### PDN straps and rails, run 1

Scale bar: 50 um. Pins as bars on the die edge.
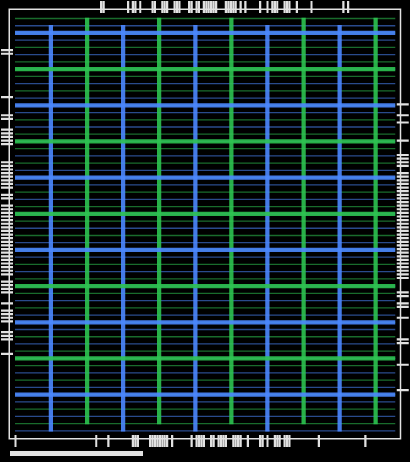
### I/O nets highlighted, run 1

Scale bar: 50 um.
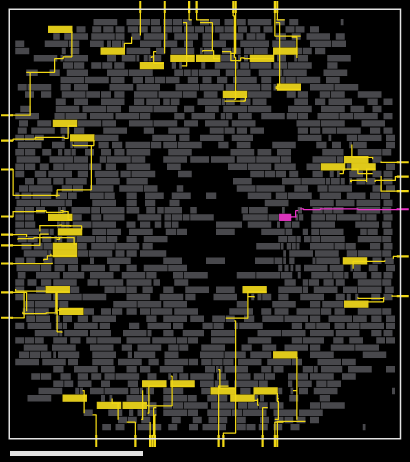
### Routing congestion, run 1

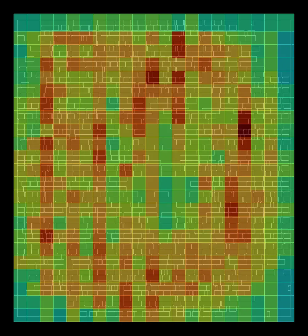
### Local utilization, run 1

Scale bar: 50 um. The die is cut into 15 by 16 equal tiles; black is low, pale yellow is high, 0 to 100% covered.
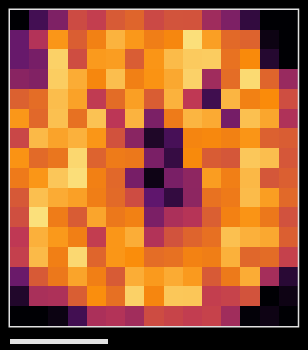
===== src/rtl/alu_ctrl.sv =====
// ---------------------------------------------------------------------------
// alu_ctrl
//
// Sequencing controller for a shared n-bit ALU. One command at a time is
// accepted over a valid/ready handshake. The controller reads its operands
// from a 4-entry register file (R0-R3), drives the ALU inputs, waits the
// ALU latency and writes the result back. It then returns the result over
// a valid/ready response channel.
//
// Optional feature macro: ALU_CTRL_FLAGS_EN
//   defined   : sticky carry/zero flags are kept, and ADD/SUB may chain the
//               stored carry into alu_c_in (cmd_chain).
//   undefined : flag_c, flag_z and alu_c_in are constant 0, and cmd_chain
//               is ignored.
//
// Parameters
//   n    datapath width
//   LAT  ALU latency in clk cycles (1..7)
//
// Ports
//   clk, rst_n                 clock (rising edge), async active-low reset
//   cmd_valid / cmd_ready      command handshake
//   cmd_op, cmd_dst            ALU select, destination register
//   cmd_src1, cmd_src2         source registers
//   cmd_use_imm, cmd_imm       immediate replaces operand A
//   cmd_chain                  use stored carry as alu_c_in (flags build)
//   alu_sel, alu_a, alu_b      ALU select and operands
//   alu_c_in                   ALU carry in
//   alu_out, alu_c_out         ALU result and carry out
//   rsp_valid / rsp_ready      response handshake
//   rsp_data, rsp_carry        result and raw ALU carry
//   flag_c, flag_z             sticky carry and zero flags
// ---------------------------------------------------------------------------
module alu_ctrl #(
    parameter int n   = 32,
    parameter int LAT = 1
) (
    input  logic         clk,
    input  logic         rst_n,
    input  logic         cmd_valid,
    output logic         cmd_ready,
    input  logic [2:0]   cmd_op,
    input  logic [1:0]   cmd_dst,
    input  logic [1:0]   cmd_src1,
    input  logic [1:0]   cmd_src2,
    input  logic         cmd_use_imm,
    input  logic [n-1:0] cmd_imm,
    input  logic         cmd_chain,
    output logic [2:0]   alu_sel,
    output logic [n-1:0] alu_a,
    output logic [n-1:0] alu_b,
    output logic         alu_c_in,
    input  logic [n-1:0] alu_out,
    input  logic         alu_c_out,
    output logic         rsp_valid,
    input  logic         rsp_ready,
    output logic [n-1:0] rsp_data,
    output logic         rsp_carry,
    output logic         flag_c,
    output logic         flag_z
);

    localparam logic [1:0] S_IDLE = 2'd0;
    localparam logic [1:0] S_EXEC = 2'd1;
    localparam logic [1:0] S_WB   = 2'd2;
    localparam logic [1:0] S_RESP = 2'd3;

    localparam logic [2:0] OP_ADD = 3'b010;
    localparam logic [2:0] OP_SUB = 3'b100;

    // The EXEC counter runs from LAT-1 down to 0, so EXEC lasts LAT cycles.
    localparam logic [2:0] CNT_INIT = 3'(LAT - 1);

    logic [1:0]   r_state;
    logic [2:0]   r_cnt;
    logic [n-1:0] r_rf [0:3];
    logic [1:0]   r_dst;
    logic [2:0]   r_sel;
    logic [n-1:0] r_a;
    logic [n-1:0] r_b;
    logic [n-1:0] r_rsp_data;
    logic         r_rsp_carry;

    logic w_accept;

    assign w_accept  = cmd_valid && (r_state == S_IDLE);
    assign cmd_ready = (r_state == S_IDLE);
    assign rsp_valid = (r_state == S_RESP);
    assign alu_sel   = r_sel;
    assign alu_a     = r_a;
    assign alu_b     = r_b;
    assign rsp_data  = r_rsp_data;
    assign rsp_carry = r_rsp_carry;

    // Sequencer: IDLE -> EXEC (LAT cycles) -> WB (1 cycle) -> RESP.
    always_ff @(posedge clk or negedge rst_n) begin
        if (!rst_n) begin
            r_state <= S_IDLE;
            r_cnt   <= 3'd0;
        end else begin
            case (r_state)
                S_IDLE: begin
                    if (w_accept) begin
                        r_state <= S_EXEC;
                        r_cnt   <= CNT_INIT;
                    end
                end
                S_EXEC: begin
                    if (r_cnt == 3'd0) begin
                        r_state <= S_WB;
                    end else begin
                        r_cnt <= r_cnt - 3'd1;
                    end
                end
                S_WB: begin
                    r_state <= S_RESP;
                end
                S_RESP: begin
                    if (rsp_ready) begin
                        r_state <= S_IDLE;
                    end
                end
                default: begin
                    r_state <= S_IDLE;
                end
            endcase
        end
    end

    // Operands are captured only at the accept edge. The ALU inputs are
    // therefore stable through EXEC and simply hold in every other state.
    // Capturing the sources here also makes src == dst hazard-free.
    always_ff @(posedge clk or negedge rst_n) begin
        if (!rst_n) begin
            r_sel <= 3'd0;
            r_dst <= 2'd0;
            r_a   <= '0;
            r_b   <= '0;
        end else if (w_accept) begin
            r_sel <= cmd_op;
            r_dst <= cmd_dst;
            r_a   <= cmd_use_imm ? cmd_imm : r_rf[cmd_src1];
            r_b   <= r_rf[cmd_src2];
        end
    end

    // Write-back: the register file and the response registers change only
    // in WB, so a reset before WB leaves no trace of the dropped command.
    always_ff @(posedge clk or negedge rst_n) begin
        if (!rst_n) begin
            for (int i = 0; i < 4; i++) begin
                r_rf[i] <= '0;
            end
            r_rsp_data  <= '0;
            r_rsp_carry <= 1'b0;
        end else if (r_state == S_WB) begin
            r_rf[r_dst] <= alu_out;
            r_rsp_data  <= alu_out;
            r_rsp_carry <= alu_c_out;
        end
    end

`ifdef ALU_CTRL_FLAGS_EN
    logic r_c_in;
    logic r_flag_c;
    logic r_flag_z;
    logic w_cmd_arith;
    logic w_lat_arith;

    assign w_cmd_arith = (cmd_op == OP_ADD) || (cmd_op == OP_SUB);
    assign w_lat_arith = (r_sel == OP_ADD) || (r_sel == OP_SUB);
    assign alu_c_in    = r_c_in;
    assign flag_c      = r_flag_c;
    assign flag_z      = r_flag_z;

    // Carry-in is chosen at accept from the flag as it stands then. The
    // carry flag tracks only ADD/SUB, while the zero flag tracks every op.
    always_ff @(posedge clk or negedge rst_n) begin
        if (!rst_n) begin
            r_c_in   <= 1'b0;
            r_flag_c <= 1'b0;
            r_flag_z <= 1'b0;
        end else begin
            if (w_accept) begin
                r_c_in <= cmd_chain && w_cmd_arith && r_flag_c;
            end
            if (r_state == S_WB) begin
                if (w_lat_arith) begin
                    r_flag_c <= alu_c_out;
                end
                r_flag_z <= (alu_out == '0);
            end
        end
    end
`else
    logic w_unused_chain;

    assign w_unused_chain = cmd_chain;
    assign alu_c_in       = 1'b0;
    assign flag_c         = 1'b0;
    assign flag_z         = 1'b0;
`endif

endmodule


===== config.mk =====
export PLATFORM = sky130hd
export DESIGN_NAME = alu_ctrl
export DESIGN_NICKNAME = d
export VERILOG_FILES = /design/src/rtl/alu_ctrl.sv
export SDC_FILE = /design/constraint.sdc
export NUM_CORES = 1
export LEC_CHECK = 0
export CORE_ASPECT_RATIO = 1.1
export CORE_MARGIN = 1.5
export CORE_UTILIZATION = 48
export DETAILED_ROUTE_END_ITERATION = 8
export HOLD_SLACK_MARGIN = 0.08
export PLACE_DENSITY = 0.76
export SLEW_MARGIN = 20
export SYNTH_ARGS = -nofsm -noshare
export SYNTH_HDL_FRONTEND = slang
export SYNTH_SLANG_ARGS = --single-unit

===== constraint.sdc =====
create_clock -name clk -period 1.65 [get_ports clk]
set_input_delay 0.165 -clock clk [delete_from_list [all_inputs] [get_ports clk]]
set_output_delay 0.165 -clock clk [all_outputs]
set_load 0.01 [all_outputs]

==> Slide: Implementation Results, run 1 <==
Flow Results at a Glance

Critical path
  – Slowest library cell on the worst path: dfrtp_2
  – Delay of the slowest critical-path stage: 0.44 ns
  – CP max FO: 12
  – Startpoint Class: register
  – Worst EP arrival: 2.05 ns
  – Worst path cell trace: ha_4 > buf_4 > nand3b_1 > buf_6 > buf_12 > mux2_2
  – Setup CP Type: reg2reg
  – CP Capture Type: register
  – Crit path required time: 2.05 ns

STA
  – Slew Limit Fails: 0
  – Final number of hold-violating endpoints: 0
  – Worst Skew: 0.01578 ns
  – Final period utilization: 0.9997
  – RSZ-0062 raised after global routing: yes
  – Setup WS post-layout: 0.0005389 ns
  – Min Tclk post-route: 1.649 ns
  – Fmax: 606.3 MHz
  – Worst Max-Slew Pin Slew: 1.007 ns
  – Setup violators final: 0
  – Tightest hold margin: 0.1571 ns
  – Slew headroom: 0.3270

Floorplanning
  – Chip area: 23,600 um^2
  – Cell row count: 57

Synthesis
  – Area fraction in compound gates: 0.04907
  – Mux contribution to synthesized area: 0.3501
  – Cell taking the most area after synthesis: dfrtp_1
  – Mapped Cells: 718
  – Simple Share, Synth: 0.01931
  – Synth async-reset ratio: 1.000
  – # Cells Yosys: 718
  – Top post-synthesis cells by count: 235 x dfrtp_1, 233 x mux2_2, 35 x nor2_1
  – Yosys xor share: 0
  – EDFF count, synth: 0
  – Sequential area share after synthesis: 0.5401
  – Yosys warnings: 0
  – Synth cell types: 30
  – Top area contributor share: 0.5401
  – Post-synth design cell area: 10,890 um^2
  – Avg Cell Area, Syn: 15.16 um^2
  – Cell area leaders: dfrtp_1 54%, mux2_2 24%, mux4_2 6.2%
  – Flops & latches, synth: 235
  – Dominant register cell: dfrtp_1
  – Adders+Majority by Area: 0.006895
  – Library cell with the highest instance count after synthesis: dfrtp_1
  – Main logic family: multiplexers
  – Yosys Chip Area: 10,890 um^2

Routing
  – DR DRC count: 0
  – Top Metal Used: met4
  – Met2 WL: 13.51 mm
  – DR vias/cell: 5.671
  – Total wire length: 27.11 mm
  – Routed metal-1 wirelength: 11.83 mm
  – Met3 routed WL: 1.313 mm
  – Via total after detailed routing: 7,032
  – Antenna Nets Post-Route: 0
  – First-pass detailed-route iteration total: 7
  – First-iteration detailed-routing DRC count: 462

Clock network
  – # clock sinks: 235
  – CTS tree: built
  – Clk buf depth: 3
  – Clock root buffer: clkbuf_16
  – CTS H-tree depth: 1
  – CTS Buf Count: 25
  – Clock transition at path regs: 0.06 ns
  – Clk_lat worst skew: 0.52 ns

Power
  – Pwr/cell area: 1970 nW/um^2
  – VDD IR max: 1.258 mV
  – Leak: 0.006167 uW

GRT
  – First-pass GRT wire length: 42.87 mm
  – Vias in the first global route: 7,557
  – Total grt overflow: 0
  – Antenna violations before repair: 0
  – Largest net degree at the start of global routing: 50
  – Tot GR Track Use: 0.2300

Cells and area
  – Share of layout cells above drive strength 1: 0.4265
  – Nets@finish: 1,016
  – Antenna Cells: 0
  – Non-Filler Instances: 1,240
  – P&R area growth vs syn: 33.64%

Min path
  – Worst min path class: in2async

Place
  – Post-DP HPWL: 16.81 mm
  – Post-Place Worst Slack: -0.3294 ns
  – Placed cells: 1,187
  – Final RePlAce weighted congestion: 0.7184

Run status
  – Status: finished clean

Flow run
  – Log Warnings: 33
  – Max Cap Viol: 0
About 'PDN straps and rails':
Key: green = VDD; blue = VSS
11 straps on met5. 185 signal pins sit on the boundary.
die x size: 146.6 um
DIE HEIGHT: 161.0 um

About 'I/O nets highlighted':
Key: magenta = `rsp_valid` [bits 1, direction output, edge east, end cells 1, wire 43.4 um]; yellow = `alu_a` [bits 32, direction output, edge 10 south, 9 west, 8 north, 5 east, end cells 32, wire 1,090 um]
IO Port Bufs: 180
I/O pin count: 185

About 'Routing congestion':
GR Util met3: 0.03068
wire per inst: 21.86 um

About 'Local utilization':
The mean over all tiles is 60%. 32% of the tiles are over 75% full. The fullest tile reaches 93%.
post-layout util: 0.6560
Core ar.: 22,180 um^2
fp util: 0.4909

run 1: critical path: cells and delay by family, from the launching register on:
kind	cells	cell delay, ns
mux	1	0.34
flops	1	0.44
buf+inv	3	0.44
fa+ha+maj	1	0.19
simple gates	1	0.13
run 1: worst paths after layout:
kind | start | to | slack [ns] | cells after the start
setup / recovery | r_state[1] | r_rf[34] | 0.0005 | 6
hold / removal | rst_n | rsp_data[22] | 0.16 | 2
setup reg to reg | r_state[1] | r_rf[34] | 0.0005 | 6
hold reg to reg | rsp_carry | rsp_carry | 0.50 | 1
max in group asynchronous | rst_n | r_state[1] | 0.86 | 3
min in group clk | cmd_dst[1] | r_dst[1] | 0.26 | 2
run 1: layout make-up:
| cell class | count | area [um^2] |
|---|---|---|
| tap | 295 | 369.1 |
| multi-input combinational | 425 | 4877 |
| clock buffer | 34 | 699.4 |
| inverter | 6 | 22.52 |
| fill | 1582 | 7630 |
| timing repair buffer | 237 | 2585 |
| sequential | 235 | 5882 |
| clock inverter | 8 | 115.1 |
run 1: through the flow:
| stage | TNS, ns | area, um^2 | total power [uW] |
|---|---|---|---|
| 2_1_floorplan | 0 | 10900 | 17170 |
| 3_3_place_gp | -12.17 | 13290 | 21760 |
| 3_5_place_dp | -14.98 | 13290 | 22090 |
| 4_1_cts | -0.07691 | 14270 | 28190 |
| 5_1_grt | -2.349 | 14550 | 30190 |
| 6_report | 0 | 14550 | 28670 |
run 1: state kept, by name, summed over array words and instances, names as in the netlist:
name	cells
rsp_carry	1
alu_sel	3
rsp_data	32
alu_a	32
r_state	2
r_rf	128
alu_b	32
r_dst	2
r_cnt	3
run 1: where the power goes:
part | total [uW] | internal, uW | switching [uW]
Combinational | 12300 | 7960 | 4310
Sequential | 10700 | 8760 | 1970
Clock | 5660 | 3410 | 2250
run 1: cell usage in the layout (no fill, tap or decap), drive strengths merged, types with 2 or more instances in the layout:
cell type        n
a21oi           34
a222oi          32
buf             61
bufinv           3
clkbuf          35
clkdlybuf4s50  168
clkinv           5
conb             3
dfrtp          235
dlymetal6s2s     4
ha               6
inv              6
mux2           263
mux4            32
nand2b           2
nand3            2
nand3b           2
nor2            35
nor2b            2
o21ai            4
run 1: logic make-up after synthesis:
family	after synthesis
flops	235
compound gates	73
other cells	1
buf+inv	60
fa+ha+maj	6
simple gates	47
mux	296
run 1: per-layer routing:
layer,track usage,up-vias
li1,-,3117
met1,0.3146,3659
met2,0.3861,222
met3,0.03068,34
met4,0.06428,0
met5,0,-
run 1: what timing repair did:
item                                    4_1_cts  5_1_grt
buffers inserted                              5        1
endpoints found under the setup margin      113      157
hold buffers                                  1        0
gates resized                                20       70
endpoints found under the hold margin       235        0
cloned                                        3        1
pin swaps                                     0        1
### Placed cells, one colour a class, run 1

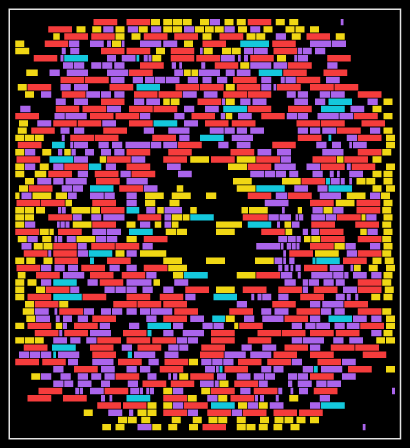

==> run 2, diff against run 1 <==
==> constraint.sdc (replaced) <==
create_clock -name clk -period 1.65 [get_ports clk]
set_input_delay 0.4125 -clock clk [delete_from_list [all_inputs] [get_ports clk]]
set_output_delay 0.4125 -clock clk [all_outputs]
set_load 0.01 [all_outputs]
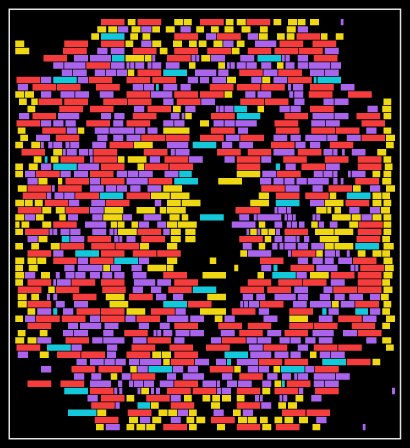
*Placed cells, one colour a class, run 2*
Key: red = registers [cells 235, share of their area 41%]; yellow = remaining buffers and delay cells [cells 265, share of their area 19%]; cyan = clock drivers and dummy loads [cells 41, share of their area 5.4%]; purple = remaining logic cells [cells 431, share of their area 34%]
cell row count: 57
Design Area, Final: 14,760 um^2
Seq/total area: 0.3986

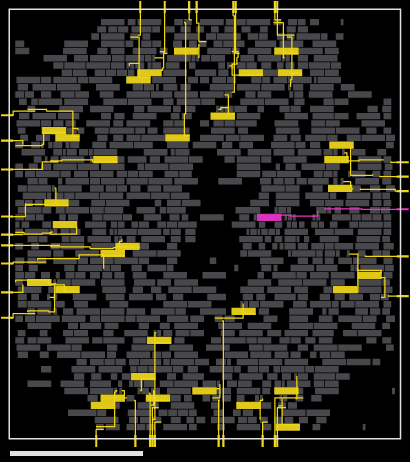
*I/O nets highlighted, run 2*
Scale bar: 50 um.
Key: magenta = `rsp_valid` [bits 1, direction output, edge east, end cells 1, wire 44.9 um]; yellow = `alu_a` [bits 32, direction output, edge 10 south, 9 west, 8 north, 5 east, end cells 32, wire 1,110 um]

==> run 2 against run 1 <==
Net effect:
- the run now ends with negative setup slack left
- via count up 2.0%
- area after synthesis is the same
- design area up 1.4%
- clock power fell by 5.7%
- register-to-register slack worse by 0.02 ns
- global-route usage fell by 0.40 points
- final cell count is 2.2% higher
- sequential cell count is the same
- sequential power barely moved
==> Slide: Implementation Results, run 2 <==
Flow Results at a Glance

Power
  – Pwr/cell area: 1889 nW/um^2

Cells and area
  – FF/Latch Area: 5882 um^2
  – Comb gate area: 4923 um^2
  – Dominant logic cell type in the layout: dfrtp_1
  – Share of layout cells above drive strength 1: 0.4455
  – Largest register FFs: 128
  – P&R area growth vs syn: 35.53%
  – Largest Register: r_rf
  – Nets@finish: 1,044

Floorplanning
  – Die x size: 146.6 um
  – I/O pin count: 185
  – Core ar.: 22,180 um^2
  – Fp util: 0.4909

STA
  – Final number of hold-violating endpoints: 0
  – Worst Max-Slew Pin Slew: 0.6634 ns
  – Slew headroom: 0.5567
  – TNS Setup: -0.4313 ns
  – Final period utilization: 1.068
  – RSZ-0062 raised after global routing: yes
  – Fmax: 567.4 MHz
  – Min Tclk post-route: 1.762 ns
  – Setup violators final: 23
  – Setup WS post-layout: -0.1124 ns

Synthesis
  – Synth cell types: 30
  – Synth async-reset ratio: 1.000
  – Yosys warnings: 0
  – Dominant register cell: dfrtp_1
  – Mapped Cells: 718
  – Cell taking the most area after synthesis: dfrtp_1
  – Post-synth design cell area: 10,890 um^2
  – # Cells Yosys: 718
  – EDFF count, synth: 0
  – Avg Cell Area, Syn: 15.16 um^2
  – Flops & latches, synth: 235
  – Sequential area share after synthesis: 0.5401
  – Yosys Chip Area: 10,890 um^2
  – Top area contributor share: 0.5401

Critical path
  – Delay of the slowest critical-path stage: 0.44 ns
  – Slowest library cell on the worst path: dfrtp_2
  – Setup CP Type: reg2out
  – CP Capture Type: output port
  – Crit path required time: 1.24 ns
  – Startpoint Class: register

Run status
  – Status: complete, but fails checks
  – Failing checks: negative setup slack

Clock network
  – # clock sinks: 235
  – CTS H-tree depth: 1
  – CTS tree: built
  – CTS Buf Count: 25
  – Clk_lat worst skew: 0.51 ns
  – Clock root buffer: clkbuf_16
  – Clk buf depth: 3
  – Clock transition at path regs: 0.06 ns

Routing
  – Via total after detailed routing: 7,175
  – DR vias/cell: 5.663
  – Antenna Nets Post-Route: 0
  – First-pass detailed-route iteration total: 7
  – First-iteration detailed-routing DRC count: 534

Place
  – Post-Place Worst Slack: -0.3681 ns
  – Post-DP HPWL: 16.97 mm
  – Placed cells: 1,205

Min path
  – Worst min path class: in2async

GRT
  – Tot GR Track Use: 0.2259
  – Largest net degree at the start of global routing: 53
  – Total grt overflow: 0
  – Antenna violations before repair: 1
  – First-pass GRT wire length: 41.91 mm

Flow run
  – Max Cap Viol: 0
  – Log Warnings: 33
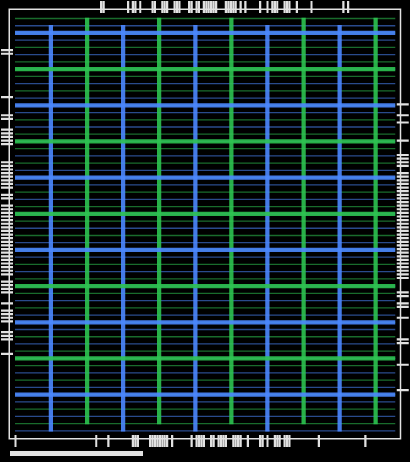
*PDN straps and rails, run 2*
Scale bar: 50 um. Pins as bars on the die edge.
Key: blue = VSS; green = VDD
The core has 57 rows. 58 met1 rails follow the rows.

==> run 2: critical path: cells and delay by family (launching register included) <==
family / cells / cell delay (ns)
adders and majority gates: 1 / 0.15
buffers and inverters: 2 / 0.25
DFF: 1 / 0.44
==> run 2: layout make-up <==
cell class,instances,share of cell area
tap,295,0.02501
inverter,6,0.001526
timing repair buffer,265,0.1888
clock buffer,34,0.04808
clock inverter,7,0.004324
sequential,235,0.3986
multi-input combinational,425,0.3336
==> run 2: power by group <==
part	total, uW	switching (uW)	leakage [uW]	internal, uW
logic	11800	4390	0.00332	7460
clock network	5340	2200	0.000387	3140
registers	10700	1930	0.00274	8760
==> run 2: what timing repair did <==
action	4_1_cts	5_1_grt
pin swaps	0	1
setup buffers	4	12
resized	120	90
cloned	3	4
hold buffers	1	0
endpoints found under the setup margin	198	146
hold endpoints to repair	43	0
==> run 2: kinds of logic (layout without fill, tap and decap cells) <==
kind of cell,Yosys count,after routing,share of synthesized area
mux,296,296,0.3501
other cells,1,3,0.0003444
simple gates,47,47,0.01931
compound gates,73,73,0.04907
flops,235,235,0.5401
buf+inv,60,312,0.03413
fa+ha+maj,6,6,0.006895
==> run 2: path summary, 6_finish.rpt <==
kind / end / slack, ns / start
hold / removal: r_rf[86] / 0.41 / rst_n
setup reg to reg: r_rf[96] / -0.02 / r_state[0]
hold reg to reg: rsp_data[2] / 0.50 / rsp_data[2]
max in group asynchronous: r_rf[89] / 0.62 / rst_n
min in group clk: rsp_data[2] / 0.50 / rsp_data[2]
setup / recovery: rsp_valid / -0.11 / r_state[1]
==> run 2: metal layers <==
| layer | wire length [um] | GRT usage |
|---|---|---|
| met4 | 385 | 0.04913 |
| met5 | 0 | 0 |
| met3 | 1622 | 0.03551 |
| met2 | 13110 | 0.3744 |
| met1 | 12110 | 0.3156 |
==> run 2: metrics by stage <==
step	util	area (um^2)	total power [uW]
final	0.6653	14760	27870
after global routing	0.6653	14760	29410
after floorplan	-	10900	17170
after CTS	0.6465	14340	27010
after detailed placement	0.6094	13520	22170
after global placement	0.6094	13520	21820
==> run 3, diff against run 2 <==
--- a/config.mk
+++ b/config.mk
@@ -5,12 +5,14 @@
 export SDC_FILE = /design/constraint.sdc
 export NUM_CORES = 1
 export LEC_CHECK = 0
+export CELL_PAD_IN_SITES_DETAIL_PLACEMENT = 0
+export CELL_PAD_IN_SITES_GLOBAL_PLACEMENT = 1
 export CORE_ASPECT_RATIO = 1.1
-export CORE_MARGIN = 1.5
-export CORE_UTILIZATION = 48
+export CORE_MARGIN = 5
+export CORE_UTILIZATION = 40
 export DETAILED_ROUTE_END_ITERATION = 8
 export HOLD_SLACK_MARGIN = 0.08
-export PLACE_DENSITY = 0.76
+export PLACE_DENSITY_LB_ADDON = 0.1
 export SLEW_MARGIN = 20
 export SYNTH_ARGS = -nofsm -noshare
 export SYNTH_HDL_FRONTEND = slang
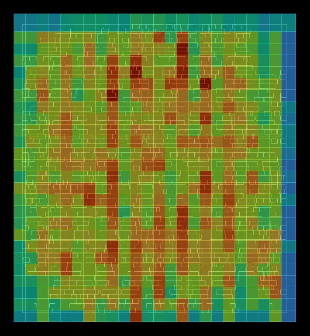
*Routing congestion, run 3*
busiest grt layer: met2
Tot GR Track Use: 0.2032
grt met1 use: 0.2631

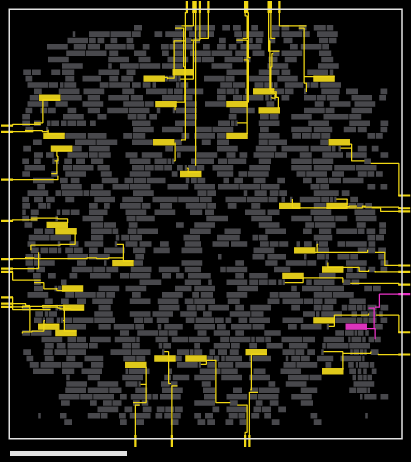
*I/O nets highlighted, run 3*
Scale bar: 50 um.

==> run 3 against run 2 <==
Net effect:
- the flow still finishes with violations (negative setup slack)
- wire length grew 19%
- critical path depth stayed put
- via count is 1.9% higher
- sequential share of layout area fell by 0.69 points
- total power up 5.6%
- non-clock buffer count decreased by 9
- synthesized cell count did not move
- die area up 30%
- clock power is 16% higher
- highest routed layer is now met5
- register-to-register slack got worse by 0.03 ns
- final cell count grew 4.8%
==> Slide: Implementation Results, run 3 <==
Flow Results at a Glance

Critical path
  – Setup CP Type: reg2out
  – Startpoint Class: register
  – Slowest library cell on the worst path: dfrtp_2
  – Delay of the slowest critical-path stage: 0.44 ns
  – Worst path cell trace: buf_6 > ha_4 > buf_6
  – Cell repeated most along the worst path: buf_6
  – CP Capture Type: output port
  – CP max FO: 3
  – Worst EP arrival: 1.36 ns
  – FF-to-FF path depth: 7
  – Crit path required time: 1.24 ns

Synthesis
  – Main logic family: multiplexers
  – Avg Cell Area, Syn: 15.16 um^2
  – # Cells Yosys: 718
  – Post-synth design cell area: 10,890 um^2
  – Area fraction in compound gates: 0.04907
  – Cell area leaders: dfrtp_1 54%, mux2_2 24%, mux4_2 6.2%
  – Dominant register cell: dfrtp_1
  – Cell taking the most area after synthesis: dfrtp_1
  – Synth cell types: 30
  – Top post-synthesis cells by count: 235 x dfrtp_1, 233 x mux2_2, 35 x nor2_1
  – EDFF count, synth: 0
  – Mapped Cells: 718
  – Library cell with the highest instance count after synthesis: dfrtp_1
  – Top area contributor share: 0.5401
  – Flops & latches, synth: 235
  – Mux contribution to synthesized area: 0.3501
  – Yosys xor share: 0
  – Adders+Majority by Area: 0.006895
  – Sequential area share after synthesis: 0.5401
  – Synth async-reset ratio: 1.000
  – Yosys Chip Area: 10,890 um^2
  – Simple Share, Synth: 0.01931

Routing
  – Wire per inst: 24.36 um
  – DR DRC count: 0
  – Via total after detailed routing: 7,313
  – Antenna Nets Post-Route: 0
  – DR vias/cell: 5.507
  – First-pass detailed-route iteration total: 7
  – First-iteration detailed-routing DRC count: 438
  – Total wire length: 32.35 mm

GRT
  – Largest net degree at the start of global routing: 47
  – Antenna violations before repair: 1
  – Vias in the first global route: 8,020
  – GR Util met3: 0.03277
  – Met2 Usage GRT: 0.3603
  – Total grt overflow: 0
  – First-pass GRT wire length: 48.60 mm

STA
  – Worst Skew: 0.01118 ns
  – Setup violators final: 59
  – Tightest hold margin: 0.3900 ns
  – Slew Limit Fails: 0
  – Setup WS post-layout: -0.1176 ns
  – Worst Max-Slew Pin Slew: 0.7068 ns
  – TNS Setup: -1.976 ns
  – Min Tclk post-route: 1.768 ns
  – Slew headroom: 0.5277
  – Fmax: 565.8 MHz
  – Final period utilization: 1.071

Clock network
  – Clk_lat worst skew: 0.52 ns
  – CTS tree: built
  – Clock transition at path regs: 0.06 ns
  – # clock sinks: 235
  – CTS Buf Count: 26
  – Clock root buffer: clkbuf_16
  – Clk buf depth: 3
  – CTS H-tree depth: 1

Run status
  – Status: complete, but fails checks
  – Failing checks: negative setup slack

Cells and area
  – Share of layout cells above drive strength 1: 0.4449
  – Antenna Cells: 0
  – Post-layout util: 0.5586
  – P&R area growth vs syn: 37.91%
  – Largest register FFs: 128
  – Nets@finish: 1,037
  – Number of fill cells: 2,196
  – Largest Register: r_rf
  – Dominant logic cell type in the layout: dfrtp_1

Place
  – Post-DP HPWL: 19.70 mm
  – Final RePlAce weighted congestion: 0.7793
  – IO Port Bufs: 180

Power
  – Pint: 20,330 uW
  – Switching power of the nets: 9101 uW
  – Sw frac: 0.3092
  – Sequential share of power: 0.366
  – Pwr/cell area: 1960 nW/um^2
  – Logic pwr share: 0.425
  – Clock Power Share: 0.210
  – VDD IR max: 0.9884 mV

Min path
  – Worst min path class: in2async

Floorplanning
  – Cell row count: 63
  – Fp util: 0.4051
  – I/O pin count: 185
  – Core ar.: 26,880 um^2
  – Die x size: 167.3 um
  – Chip area: 30,620 um^2

Flow run
  – Max Cap Viol: 0
  – Log Warnings: 33
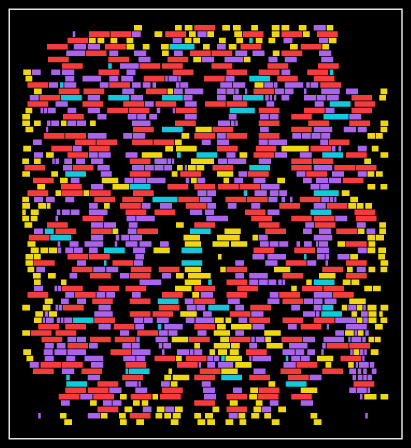
*Placed cells, one colour a class, run 3*
Key: purple = remaining logic cells [cells 432, share of their area 34%]; cyan = clock drivers and dummy loads [cells 48, share of their area 6.3%]; yellow = remaining buffers and delay cells [cells 256, share of their area 19%]; red = registers [cells 235, share of their area 40%]

run 3: cell counts after synthesis:
No cell type changed its count.
run 3: path summary, 6_finish.rpt:
kind	startpoint	endpoint	slack (ns)
max reg2reg	r_state[0]	r_rf[58]	-0.05
max in group asynchronous	rst_n	r_rf[111]	0.63
min in group clk	rsp_data[13]	rsp_data[13]	0.50
max	r_state[1]	rsp_valid	-0.12
min reg2reg	rsp_data[13]	rsp_data[13]	0.50
min	rst_n	r_cnt[2]	0.39
run 3: metal layers:
| layer | part of all wire | up-vias |
|---|---|---|
| li1 | - | 3188 |
| met5 | 0.00040 | - |
| met2 | 0.51 | 210 |
| met1 | 0.42 | 3868 |
| met4 | 0.021 | 2 |
| met3 | 0.046 | 45 |
run 3: worst max-delay path: cells and delay by family, from the launching register on:
| kind | cells | cell delay [ns] |
|---|---|---|
| adder cells (fa/ha/maj) | 1 | 0.15 |
| buffers and inverters | 2 | 0.24 |
| flip-flops | 1 | 0.44 |
run 3: kinds of logic after synthesis:
kind of cell    Yosys count
buf+inv                  60
fa+ha+maj                 6
mux                     296
simple gates             47
other cells               1
compound gates           73
flops                   235
run 3: layout make-up:
type / count / area (um^2) / share of cell area
Sequential cell: 235 / 5882 / 0.3917
Multi-Input combinational cell: 426 / 4972 / 0.3311
Timing Repair Buffer: 256 / 2776 / 0.1849
Clock buffer: 32 / 704.4 / 0.04691
Tap cell: 357 / 446.7 / 0.02975
Clock inverter: 16 / 211.5 / 0.01408
Inverter: 6 / 22.52 / 0.001500
run 3: timing repair:
item                                   4_1_cts  5_1_grt
setup endpoints to repair                  239      174
cloned                                      10        3
endpoints found under the hold margin       39        0
hold buffers                                 1        0
resized                                    132       94
pin swaps                                    1        3
setup buffers                               11        7
run 3: power by group through the flow:
stage / Sequential (uW) / Combinational, uW / Clock (uW)
floorplan: 10800 / 6380 / 0
global route: 11100 / 13300 / 6570
global placement: 10500 / 11500 / 0
finish: 10800 / 12500 / 6180
detailed placement: 10800 / 11800 / 0
CTS: 10700 / 11800 / 6330
run 3: stage by stage:
step           area [um^2]  setup slack (ns)  instances  total power [uW]
2_1_floorplan        10900          0.005650        720             17170
6_report             15020           -0.1176       1328             29430
3_3_place_gp         13480           -0.5551       1253             22080
5_1_grt              15020           -0.1593       1328             31030
3_5_place_dp         13480           -0.6193       1253             22630
4_1_cts              14700           -0.2437       1323             28830
Power and IR drop assume default switching activity.
